<file path="src/rtl/rx_wr_space_ctrl_pkg.sv">
// Shared defaults and FSM encoding for the RX write-side space controller.
`ifndef RX_BUF_AW
`define RX_BUF_AW 10
`endif

package rx_wr_space_ctrl_pkg;

  // Buffer address width in 64-bit words, tied to the buffer-width define.
  localparam int unsigned RX_AW_DEFAULT              = `RX_BUF_AW;
  // Worst-case frame length and guard band, in words.
  localparam int unsigned RX_MAX_FRAME_WORDS_DEFAULT = 191;
  localparam int unsigned RX_MARGIN_WORDS_DEFAULT    = 4;

  typedef enum logic [1:0] {
    ST_IDLE   = 2'd0,
    ST_CHECK  = 2'd1,
    ST_WRITE  = 2'd2,
    ST_COMMIT = 2'd3
  } wr_state_e;

endpackage

</file>
<file path="src/rtl/rx_free_space_calc.sv">
// Registered free-space calculation: (2^AW-1) - ((wr - rd) mod 2^AW).
// One word is kept unused so that full and empty stay distinguishable.
import rx_wr_space_ctrl_pkg::*;

module rx_free_space_calc #(
  parameter int unsigned AW = RX_AW_DEFAULT
) (
  input  logic          clk,
  input  logic          reset_n,
  input  logic [AW-1:0] wr_ptr_i,
  input  logic [AW-1:0] rd_ptr_i,
  output logic [AW-1:0] free_words_o
);

  logic [AW-1:0] used_s;
  logic [AW-1:0] free_d;
  logic [AW-1:0] free_q;

  // Modular occupancy and its complement against the usable depth.
  always_comb begin
    used_s = wr_ptr_i - rd_ptr_i;
    free_d = {AW{1'b1}} - used_s;
  end

  // Free-space register; an empty buffer after reset reports full usable depth.
  always_ff @(posedge clk) begin
    if (!reset_n) begin
      free_q <= {AW{1'b1}};
    end else begin
      free_q <= free_d;
    end
  end

  assign free_words_o = free_q;

endmodule

</file>
<file path="src/rtl/rx_wr_space_ctrl.sv">
// Write-side admission and pointer controller for the RX host buffer.
// Admits a frame only if a worst-case frame plus guard band fits, tracks the
// write pointer, and commits it at frame end or rewinds it on drop/oversize.
import rx_wr_space_ctrl_pkg::*;

module rx_wr_space_ctrl #(
  parameter int unsigned AW              = RX_AW_DEFAULT,
  parameter int unsigned MAX_FRAME_WORDS = RX_MAX_FRAME_WORDS_DEFAULT,
  parameter int unsigned MARGIN_WORDS    = RX_MARGIN_WORDS_DEFAULT
) (
  input  logic          clk,
  input  logic          reset_n,
  input  logic [AW-1:0] commited_rd_address,
  input  logic          frame_req,
  output logic          frame_grant,
  output logic          frame_refused,
  input  logic          wr_valid,
  input  logic          frame_end,
  input  logic          frame_drop,
  output logic [AW-1:0] wr_address,
  output logic [AW-1:0] commited_wr_address,
  output logic [AW-1:0] free_words,
  output logic          oversize,
  output logic [31:0]   refused_cnt,
  output logic          buffer_empty
);

  // Counter must hold MAX_FRAME_WORDS+1 (a frame_end arriving on the last allowed slot).
  localparam int unsigned CW        = $clog2(MAX_FRAME_WORDS + 2);
  localparam int unsigned THRESH    = MAX_FRAME_WORDS + MARGIN_WORDS;
  localparam logic [CW-1:0] MAX_CNT = CW'(MAX_FRAME_WORDS);
  localparam logic [CW-1:0] CNT_ONE = CW'(1);
  localparam logic [AW-1:0] PTR_ONE = AW'(1);

  wr_state_e     state_q, state_d;
  logic [AW-1:0] wr_addr_q, wr_addr_d;
  logic [AW-1:0] cwr_addr_q, cwr_addr_d;
  logic [CW-1:0] cnt_q, cnt_d;
  logic          grant_q, grant_d;
  logic          refused_q, refused_d;
  logic          oversize_q, oversize_d;
  logic [31:0]   refused_cnt_q, refused_cnt_d;
  logic          empty_q, empty_d;
  logic [AW-1:0] free_words_s;

  rx_free_space_calc #(
    .AW (AW)
  ) u_free_space (
    .clk          (clk),
    .reset_n      (reset_n),
    .wr_ptr_i     (wr_addr_q),
    .rd_ptr_i     (commited_rd_address),
    .free_words_o (free_words_s)
  );

  // Next-state and pulse generation for the admission/write FSM.
  always_comb begin
    state_d       = state_q;
    wr_addr_d     = wr_addr_q;
    cwr_addr_d    = cwr_addr_q;
    cnt_d         = cnt_q;
    grant_d       = 1'b0;
    refused_d     = 1'b0;
    oversize_d    = 1'b0;
    refused_cnt_d = refused_cnt_q;

    case (state_q)
      ST_IDLE: begin
        if (frame_req) begin
          state_d = ST_CHECK;
        end else begin
          state_d = ST_IDLE;
        end
      end
      ST_CHECK: begin
        // Decision uses the registered free space; a stale read pointer only under-reports.
        if (32'(free_words_s) >= THRESH) begin
          grant_d = 1'b1;
          cnt_d   = {CW{1'b0}};
          state_d = ST_WRITE;
        end else begin
          refused_d = 1'b1;
          if (refused_cnt_q != 32'hFFFF_FFFF) begin
            refused_cnt_d = refused_cnt_q + 32'd1;
          end else begin
            refused_cnt_d = refused_cnt_q;
          end
          state_d = ST_IDLE;
        end
      end
      ST_WRITE: begin
        if (frame_drop) begin
          // Drop beats any word or end marker in the same cycle.
          wr_addr_d = cwr_addr_q;
          state_d   = ST_IDLE;
        end else if (wr_valid) begin
          if (frame_end) begin
            wr_addr_d = wr_addr_q + PTR_ONE;
            cnt_d     = cnt_q + CNT_ONE;
            state_d   = ST_COMMIT;
          end else if (cnt_q == MAX_CNT) begin
            wr_addr_d  = cwr_addr_q;
            oversize_d = 1'b1;
            state_d    = ST_IDLE;
          end else begin
            wr_addr_d = wr_addr_q + PTR_ONE;
            cnt_d     = cnt_q + CNT_ONE;
            state_d   = ST_WRITE;
          end
        end else begin
          state_d = ST_WRITE;
        end
      end
      ST_COMMIT: begin
        cwr_addr_d = wr_addr_q;
        state_d    = ST_IDLE;
      end
      default: begin
        wr_addr_d = cwr_addr_q;
        state_d   = ST_IDLE;
      end
    endcase

    empty_d = (cwr_addr_d == commited_rd_address) && (state_d == ST_IDLE);
  end

  // State, pointer and output registers; reset abandons any frame in flight.
  always_ff @(posedge clk) begin
    if (!reset_n) begin
      state_q       <= ST_IDLE;
      wr_addr_q     <= {AW{1'b0}};
      cwr_addr_q    <= {AW{1'b0}};
      cnt_q         <= {CW{1'b0}};
      grant_q       <= 1'b0;
      refused_q     <= 1'b0;
      oversize_q    <= 1'b0;
      refused_cnt_q <= 32'd0;
      empty_q       <= 1'b1;
    end else begin
      state_q       <= state_d;
      wr_addr_q     <= wr_addr_d;
      cwr_addr_q    <= cwr_addr_d;
      cnt_q         <= cnt_d;
      grant_q       <= grant_d;
      refused_q     <= refused_d;
      oversize_q    <= oversize_d;
      refused_cnt_q <= refused_cnt_d;
      empty_q       <= empty_d;
    end
  end

  assign frame_grant         = grant_q;
  assign frame_refused       = refused_q;
  assign oversize            = oversize_q;
  assign wr_address          = wr_addr_q;
  assign commited_wr_address = cwr_addr_q;
  assign free_words          = free_words_s;
  assign refused_cnt         = refused_cnt_q;
  assign buffer_empty        = empty_q;

endmodule

</file>
<file path="config.mk">
export PLATFORM = sky130hd
export DESIGN_NAME = rx_wr_space_ctrl
export DESIGN_NICKNAME = d
export VERILOG_FILES = /design/src/rtl/rx_wr_space_ctrl_pkg.sv /design/src/rtl/rx_free_space_calc.sv /design/src/rtl/rx_wr_space_ctrl.sv
export SDC_FILE = /design/constraint.sdc
export NUM_CORES = 1
export LEC_CHECK = 0
export ABC_AREA = 0
export CORE_ASPECT_RATIO = 0.9
export CORE_UTILIZATION = 52
export CTS_CLUSTER_SIZE = 16
export DETAILED_ROUTE_END_ITERATION = 16
export GPL_TIMING_DRIVEN = 0
export PLACE_DENSITY = 0.76
export SLEW_MARGIN = 15
export SYNTH_ARGS = -nofsm -noshare
export SYNTH_HDL_FRONTEND = slang
export SYNTH_HIERARCHICAL = 1
export SYNTH_SLANG_ARGS = --single-unit
export TNS_END_PERCENT = 50
</file>
<file path="constraint.sdc">
create_clock -name clk -period 2.4 [get_ports clk]
set_input_delay 0.36 -clock clk [delete_from_list [all_inputs] [get_ports clk]]
set_output_delay 0.36 -clock clk [all_outputs]
set_load 0.02 [all_outputs]
</file>
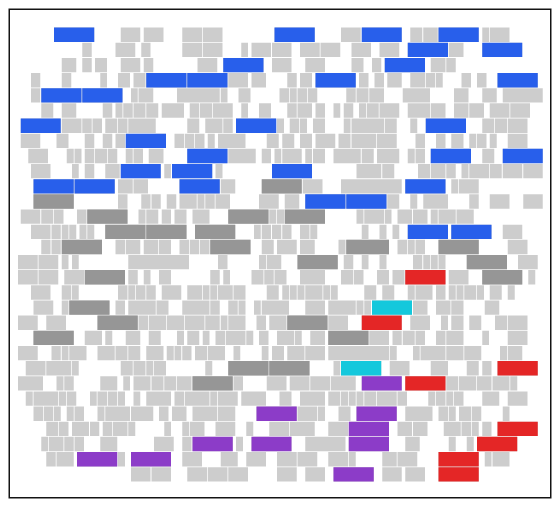
**Above:** register map, names as in the netlist.
Other sequential cells in the stronger grey, the rest of the logic in the fainter grey.
legend:
  refused_cnt:
    colour: blue
    sequential_cells: 32
  state_q:
    colour: cyan
    sequential_cells: 2
  u_free_space/free_words_o:
    colour: purple
    sequential_cells: 10
  cnt_q:
    colour: red
    sequential_cells: 8
    where: south-east

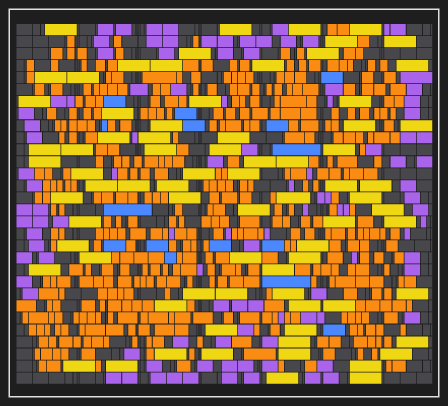
**Above:** cell classes on the final placement.
Fill, decap, tap and diode cells in grey.
legend:
  combinational and other logic:
    colour: orange
    cells: 421
  clock drivers and dummy loads:
    colour: blue
    cells: 15
  sequential cells:
    colour: yellow
    cells: 76
  remaining buffers and delay cells:
    colour: purple
    cells: 104

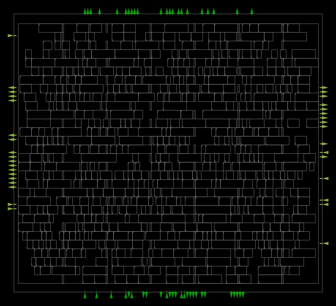
**Above:** placed standard cells.
n_taps: 96
Finished Core Util: 0.699

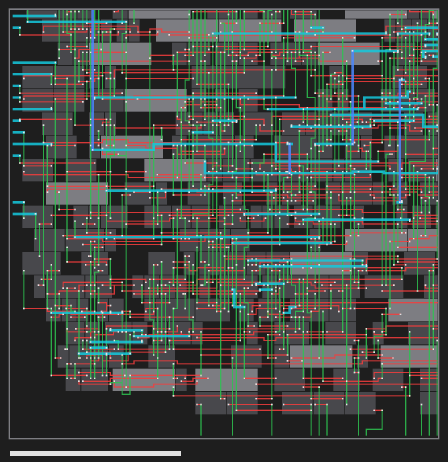
**Above:** close-up of the layout.
Bar = 20 um. Region (0, 0) to (50, 50) um. Cells in grey, sequential cells in the stronger grey; small squares are vias.
legend:
  metal 1:
    colour: red
  metal 3:
    colour: cyan
  metal 4:
    colour: blue
  metal 2:
    colour: green
most frequent: clkdlybuf4s50_1 (25), nand2_1 (22), a21oi_1 (21)
cells with their middle in the window: 202
netlist names of flops here include: wr_address (6), commited_wr_address (5), u_free_space/free_words_o (5)
sequential cells in the window: 16

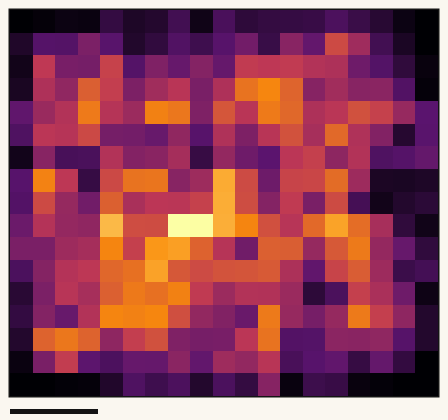
**Above:** routed metal per tile.
Bar = 20 um. The die is cut into 19 by 17 equal tiles; black is low, pale yellow is high, scaled to the fullest tile. Values are wire area over tile area, all layers added.
fullest tile: 0.62
nearly empty tiles: 4.0%
mean over tiles: 0.23
tiles over half the peak: 27%
emptiest ninth of the die: south-east

==> impl_metrics.ini <==
; flow metrics
[sta]
fmax_mhz = 436
setup_violations = 0

[clock_network]
clockBufferDepth = 2
insertion_delay_ns = 0.36
cts_buffers = 9
post_cts_resized = 0

[grt]
met1_usage = 0.395
grtUsageMet2 = 0.465
grt.busiest_layer = met2

[power]
p_int_w = 0.00212
combPwrFrac = 0.110
p_leak_nw = 1.83
power_w = 0.00281
pg_comb_w = 0.000308

[route]
first_pass_iters = 5
wl_met2_um = 5650
wl_um = 12200
drt_iter0_markers = 252
drt_drc_violations_left = 0

[synth]
ys_sh_simple = 0.251
ys_ff = 76
netlist_area_um2 = 4210
mux_share = 0.0285
most_common_cell = dfxtp_1
synthCells = 522
synth-edff-count = 0

[layout]
clk_share = 0.0444
layout-drive-gt1-share = 0.0487
n_clock_buffer = 11
finalNonFillerCells = 712
layout.comb_gates.multi_input = 392

[placement]
place_inst = 697
place_area_um2 = 5120

[critical_path]
startpoint_type = flop
critPathRequiredTime_ns = 2.69

[status]
outcome = completed

[floorplan]
num_rows = 30
